Fig. 1: sizing map
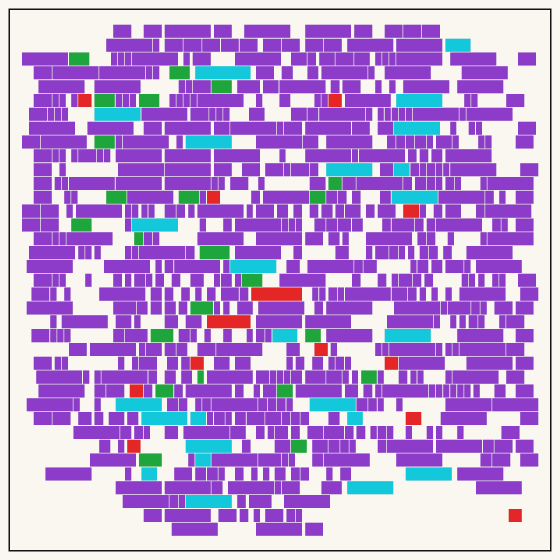
Fig. 2: placed standard cells
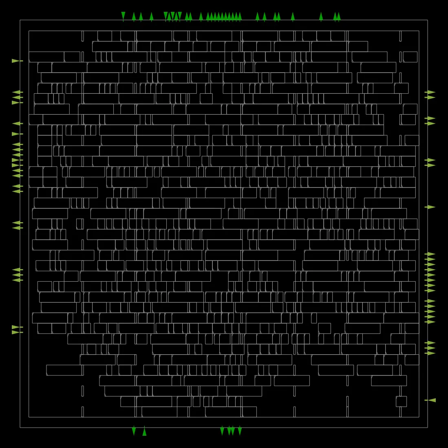
Fig. 3: cells coloured by class
Fill, decap, tap and diode cells in grey.
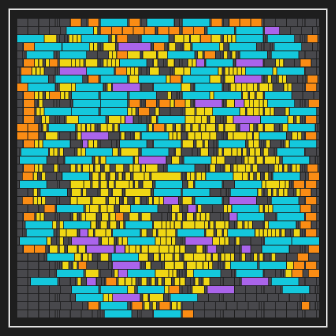
## config.mk

```make
export PLATFORM = sky130hd
export DESIGN_NAME = ov7670_pixel_capture_flat
export DESIGN_NICKNAME = d
export VERILOG_FILES = /design/src/rtl/ov7670_pixel_capture_if.sv /design/src/rtl/ov7670_pixel_capture.sv /design/src/flat_wrapper.sv
export SDC_FILE = /design/constraint.sdc
export NUM_CORES = 1
export LEC_CHECK = 0
export CAP_MARGIN = 20
export CORE_MARGIN = 2
export CORE_UTILIZATION = 55
export DETAILED_ROUTE_END_ITERATION = 12
export PLACE_DENSITY = 0.8
export SLEW_MARGIN = 20
export SYNTH_ARGS = -nofsm -noshare
export SYNTH_HDL_FRONTEND = slang
export SYNTH_SLANG_ARGS = --single-unit
```

## constraint.sdc

```tcl
create_clock -name p_clk -period 5.8 [get_ports p_clk]
set_input_delay 1.16 -clock p_clk [delete_from_list [all_inputs] [get_ports p_clk]]
set_output_delay 1.16 -clock p_clk [all_outputs]
set_load 0.02 [all_outputs]
```

## src/rtl/ov7670_pixel_capture_if.sv

```systemverilog
// OV7670 capture bus: camera-side inputs plus the tagged-pixel and frame-status outputs.
interface ov7670_pixel_capture_if #(
    parameter int ADDR_W = 19
);
    logic              enable;
    logic              vsync;
    logic              href;
    logic [7:0]        p_data;
    logic [15:0]       pixel_data;
    logic              pixel_valid;
    logic [10:0]       pixel_x;
    logic [10:0]       pixel_y;
    logic [ADDR_W-1:0] pixel_addr;
    logic              frame_done;
    logic              frame_err;
    logic [7:0]        frame_count;
    logic              busy;

    modport slave (
        input  enable, vsync, href, p_data,
        output pixel_data, pixel_valid, pixel_x, pixel_y, pixel_addr,
        output frame_done, frame_err, frame_count, busy
    );

    modport master (
        output enable, vsync, href, p_data,
        input  pixel_data, pixel_valid, pixel_x, pixel_y, pixel_addr,
        input  frame_done, frame_err, frame_count, busy
    );
endinterface

```

## src/rtl/ov7670_pixel_capture.sv

```systemverilog
// OV7670 frame-gated capture: pairs bus bytes into RGB565 pixels tagged with x/y/address,
// and reports frame completion with a sticky geometry error flag.
module ov7670_pixel_capture #(
    parameter int H_ACTIVE = 640,
    parameter int V_ACTIVE = 480,
    parameter int ADDR_W   = 19
) (
    input  logic                   p_clk,
    input  logic                   rst_n,
    ov7670_pixel_capture_if.slave  bus
);
    localparam logic [1:0] ST_IDLE   = 2'd0;
    localparam logic [1:0] ST_WAIT   = 2'd1;
    localparam logic [1:0] ST_ACTIVE = 2'd2;

    localparam logic [10:0]       X_END    = 11'(H_ACTIVE);
    localparam logic [10:0]       Y_END    = 11'(V_ACTIVE);
    localparam logic [ADDR_W-1:0] ADDR_END = ADDR_W'(H_ACTIVE * V_ACTIVE);

    logic [1:0]        state_q, state_d;
    logic              vsync_q, vsync_d;
    logic              href_q, href_d;
    logic              phase_q, phase_d;
    logic [7:0]        hi_byte_q, hi_byte_d;
    logic [10:0]       x_q, x_d;
    logic [10:0]       y_q, y_d;
    logic [ADDR_W-1:0] addr_q, addr_d;
    logic              err_q, err_d;
    logic [15:0]       pixel_data_q, pixel_data_d;
    logic              pixel_valid_q, pixel_valid_d;
    logic [10:0]       pixel_x_q, pixel_x_d;
    logic [10:0]       pixel_y_q, pixel_y_d;
    logic [ADDR_W-1:0] pixel_addr_q, pixel_addr_d;
    logic              frame_done_q, frame_done_d;
    logic              frame_err_q, frame_err_d;
    logic [7:0]        frame_count_q, frame_count_d;
    logic              busy_q, busy_d;

    logic vsync_rise_s;
    logic vsync_fall_s;
    logic line_end_s;

    assign vsync_rise_s = bus.vsync & ~vsync_q;
    assign vsync_fall_s = ~bus.vsync & vsync_q;
    assign line_end_s   = href_q & ~bus.href;

    // Next-state logic: frame gating FSM, byte pairing, line/frame geometry tracking.
    always_comb begin
        state_d       = state_q;
        vsync_d       = bus.vsync;
        href_d        = bus.href;
        phase_d       = phase_q;
        hi_byte_d     = hi_byte_q;
        x_d           = x_q;
        y_d           = y_q;
        addr_d        = addr_q;
        err_d         = err_q;
        pixel_data_d  = pixel_data_q;
        pixel_valid_d = 1'b0;
        pixel_x_d     = pixel_x_q;
        pixel_y_d     = pixel_y_q;
        pixel_addr_d  = pixel_addr_q;
        frame_done_d  = 1'b0;
        frame_err_d   = frame_err_q;
        frame_count_d = frame_count_q;

        case (state_q)
            ST_IDLE: begin
                if (bus.enable) begin
                    state_d = ST_WAIT;
                end else begin
                    state_d = ST_IDLE;
                end
            end
            ST_WAIT: begin
                if (!bus.enable) begin
                    state_d = ST_IDLE;
                end else if (vsync_fall_s) begin
                    state_d     = ST_ACTIVE;
                    x_d         = 11'd0;
                    y_d         = 11'd0;
                    addr_d      = '0;
                    phase_d     = 1'b0;
                    err_d       = 1'b0;
                    frame_err_d = 1'b0;
                end else begin
                    state_d = ST_WAIT;
                end
            end
            ST_ACTIVE: begin
                // Line end is folded in first so a coincident vsync rise sees the updated y/err.
                if (line_end_s) begin
                    err_d   = err_q | phase_q | (x_q != X_END);
                    x_d     = 11'd0;
                    phase_d = 1'b0;
                    y_d     = (y_q >= Y_END) ? Y_END : (y_q + 11'd1);
                end else begin
                    x_d = x_q;
                end

                if (vsync_rise_s) begin
                    frame_done_d  = 1'b1;
                    frame_err_d   = err_d | (y_d != Y_END);
                    frame_count_d = frame_count_q + 8'd1;
                    state_d       = bus.enable ? ST_WAIT : ST_IDLE;
                end else if (bus.href) begin
                    if (!phase_q) begin
                        hi_byte_d = bus.p_data;
                        phase_d   = 1'b1;
                    end else begin
                        phase_d = 1'b0;
                        if ((x_q < X_END) && (y_q < Y_END)) begin
                            pixel_valid_d = 1'b1;
                            pixel_data_d  = {hi_byte_q, bus.p_data};
                            pixel_x_d     = x_q;
                            pixel_y_d     = y_q;
                            pixel_addr_d  = addr_q;
                            x_d           = x_q + 11'd1;
                            addr_d        = (addr_q >= ADDR_END) ? ADDR_END
                                                                 : (addr_q + ADDR_W'(1));
                        end else begin
                            err_d = 1'b1;
                        end
                    end
                end else begin
                    state_d = ST_ACTIVE;
                end
            end
            default: begin
                state_d = ST_IDLE;
            end
        endcase

        busy_d = (state_d == ST_ACTIVE);
    end

    // State and registered outputs; reset aborts any frame in progress without a frame_done.
    always_ff @(posedge p_clk or negedge rst_n) begin
        if (!rst_n) begin
            state_q       <= ST_IDLE;
            vsync_q       <= 1'b0;
            href_q        <= 1'b0;
            phase_q       <= 1'b0;
            hi_byte_q     <= 8'd0;
            x_q           <= 11'd0;
            y_q           <= 11'd0;
            addr_q        <= '0;
            err_q         <= 1'b0;
            pixel_data_q  <= 16'd0;
            pixel_valid_q <= 1'b0;
            pixel_x_q     <= 11'd0;
            pixel_y_q     <= 11'd0;
            pixel_addr_q  <= '0;
            frame_done_q  <= 1'b0;
            frame_err_q   <= 1'b0;
            frame_count_q <= 8'd0;
            busy_q        <= 1'b0;
        end else begin
            state_q       <= state_d;
            vsync_q       <= vsync_d;
            href_q        <= href_d;
            phase_q       <= phase_d;
            hi_byte_q     <= hi_byte_d;
            x_q           <= x_d;
            y_q           <= y_d;
            addr_q        <= addr_d;
            err_q         <= err_d;
            pixel_data_q  <= pixel_data_d;
            pixel_valid_q <= pixel_valid_d;
            pixel_x_q     <= pixel_x_d;
            pixel_y_q     <= pixel_y_d;
            pixel_addr_q  <= pixel_addr_d;
            frame_done_q  <= frame_done_d;
            frame_err_q   <= frame_err_d;
            frame_count_q <= frame_count_d;
            busy_q        <= busy_d;
        end
    end

    assign bus.pixel_data  = pixel_data_q;
    assign bus.pixel_valid = pixel_valid_q;
    assign bus.pixel_x     = pixel_x_q;
    assign bus.pixel_y     = pixel_y_q;
    assign bus.pixel_addr  = pixel_addr_q;
    assign bus.frame_done  = frame_done_q;
    assign bus.frame_err   = frame_err_q;
    assign bus.frame_count = frame_count_q;
    assign bus.busy        = busy_q;
endmodule

```

## src/flat_wrapper.sv

```systemverilog
// flat-port wrapper written by rule: the top's interface ports become plain ports
module ov7670_pixel_capture_flat 
#(
    parameter int H_ACTIVE = 640,
    parameter int V_ACTIVE = 480,
    parameter int ADDR_W   = 19
)
  (p_clk, rst_n, bus_enable, bus_vsync, bus_href, bus_p_data, bus_pixel_data, bus_pixel_valid, bus_pixel_x, bus_pixel_y, bus_pixel_addr, bus_frame_done, bus_frame_err, bus_frame_count, bus_busy);
  ov7670_pixel_capture_if #(.ADDR_W(ADDR_W)) bus_i ();
  input  logic p_clk;
  input  logic rst_n;
  input wire logic [$bits(bus_i.enable)-1:0] bus_enable;
  input wire logic [$bits(bus_i.vsync)-1:0] bus_vsync;
  input wire logic [$bits(bus_i.href)-1:0] bus_href;
  input wire logic [$bits(bus_i.p_data)-1:0] bus_p_data;
  output wire logic [$bits(bus_i.pixel_data)-1:0] bus_pixel_data;
  output wire logic [$bits(bus_i.pixel_valid)-1:0] bus_pixel_valid;
  output wire logic [$bits(bus_i.pixel_x)-1:0] bus_pixel_x;
  output wire logic [$bits(bus_i.pixel_y)-1:0] bus_pixel_y;
  output wire logic [$bits(bus_i.pixel_addr)-1:0] bus_pixel_addr;
  output wire logic [$bits(bus_i.frame_done)-1:0] bus_frame_done;
  output wire logic [$bits(bus_i.frame_err)-1:0] bus_frame_err;
  output wire logic [$bits(bus_i.frame_count)-1:0] bus_frame_count;
  output wire logic [$bits(bus_i.busy)-1:0] bus_busy;
  assign bus_i.enable = bus_enable;
  assign bus_i.vsync = bus_vsync;
  assign bus_i.href = bus_href;
  assign bus_i.p_data = bus_p_data;
  assign bus_pixel_data = bus_i.pixel_data;
  assign bus_pixel_valid = bus_i.pixel_valid;
  assign bus_pixel_x = bus_i.pixel_x;
  assign bus_pixel_y = bus_i.pixel_y;
  assign bus_pixel_addr = bus_i.pixel_addr;
  assign bus_frame_done = bus_i.frame_done;
  assign bus_frame_err = bus_i.frame_err;
  assign bus_frame_count = bus_i.frame_count;
  assign bus_busy = bus_i.busy;
  ov7670_pixel_capture #(.H_ACTIVE(H_ACTIVE), .V_ACTIVE(V_ACTIVE), .ADDR_W(ADDR_W)) u_core (.p_clk(p_clk), .rst_n(rst_n), .bus(bus_i));
endmodule
```

==> impl_metrics.tcl <==
# yosys + openroad results
set metrics [dict create \
    use_met1 0.338 \
    layout.nets 693 \
    ys_sh_simple 0.226 \
    cp.depth 7 \
    min_from "u_core.hi_byte_q[4]" \
    clkPwrFrac 0.448 \
    ys_ff 124 \
    numPortBuffers 81 \
    holdWs_ns 0.467 \
    logic_gates 429 \
    report.final.setup_viol 0 \
    cp_data_arrival_time_ns 3.52 \
    tritoncts "done" \
    crit_end "u_core.addr_q[12]" \
    crit_path_start "bus_vsync" \
    sh_seq_area 0.436 \
    slowest_delay_ns 0.65 \
    top_logic_kind "simple AND/OR/NAND/NOR gates" \
    postSynthSeqShare 0.540 \
    dr_wl_met2_um 6390 \
    reg2reg_from "u_core.y_q[6]" \
    cts_buffers 17 \
    cts_num_sinks 124 \
    r2r_cells 6 \
    die_area_um2 11300 \
    status "completed" \
    synthXorXnorAreaFrac 0.0137 \
    die_y_um 106 \
    power_leader "clock" \
    synth-main-ff-cell "dfrtp_1" \
    ff2ff_setup_slack_ns 3.10 \
    clkLatencyLatePin_ns 0.53 \
    place_inst 790 \
    ys_area_um2 5740 \
    ctsResizeCount 0 \
    most-common-layout-cells "nand2_1, dfrtp_1, clkdlybuf4s50_1" \
    drtPass1Iterations 5 \
    fin_ws_ns 2.71 \
    area_delta_synth_final_pct 23.9 \
    yosysWarnings 0 \
    post-place-ws_ns 2.19 \
    ys_sh_aoi 0.137 \
    finalCritPeriodShare 0.532 \
]
Back to the opening pictures, Fig. 1:
Key: green = x2 [cells 23, share 3.4%, most used mux2_2]; red = x3 and x4 [cells 13, share 1.9%, most used clkinvlp_4]; purple = x1 and smaller [cells 626, share 91%, most used nand2_1]; cyan = x6 and larger [cells 24, share 3.5%, most used clkbuf_16]

Back to the opening pictures, Fig. 2:
final core occ: 0.696
final non-filler cell total: 822
Flops: 124
fill cell count: 780

Back to the opening pictures, Fig. 3:
Key: cyan = sequential cells [cells 124]; orange = remaining buffers and delay cells [cells 84]; purple = clock drivers and dummy loads [cells 32]; yellow = remaining logic cells [cells 446]

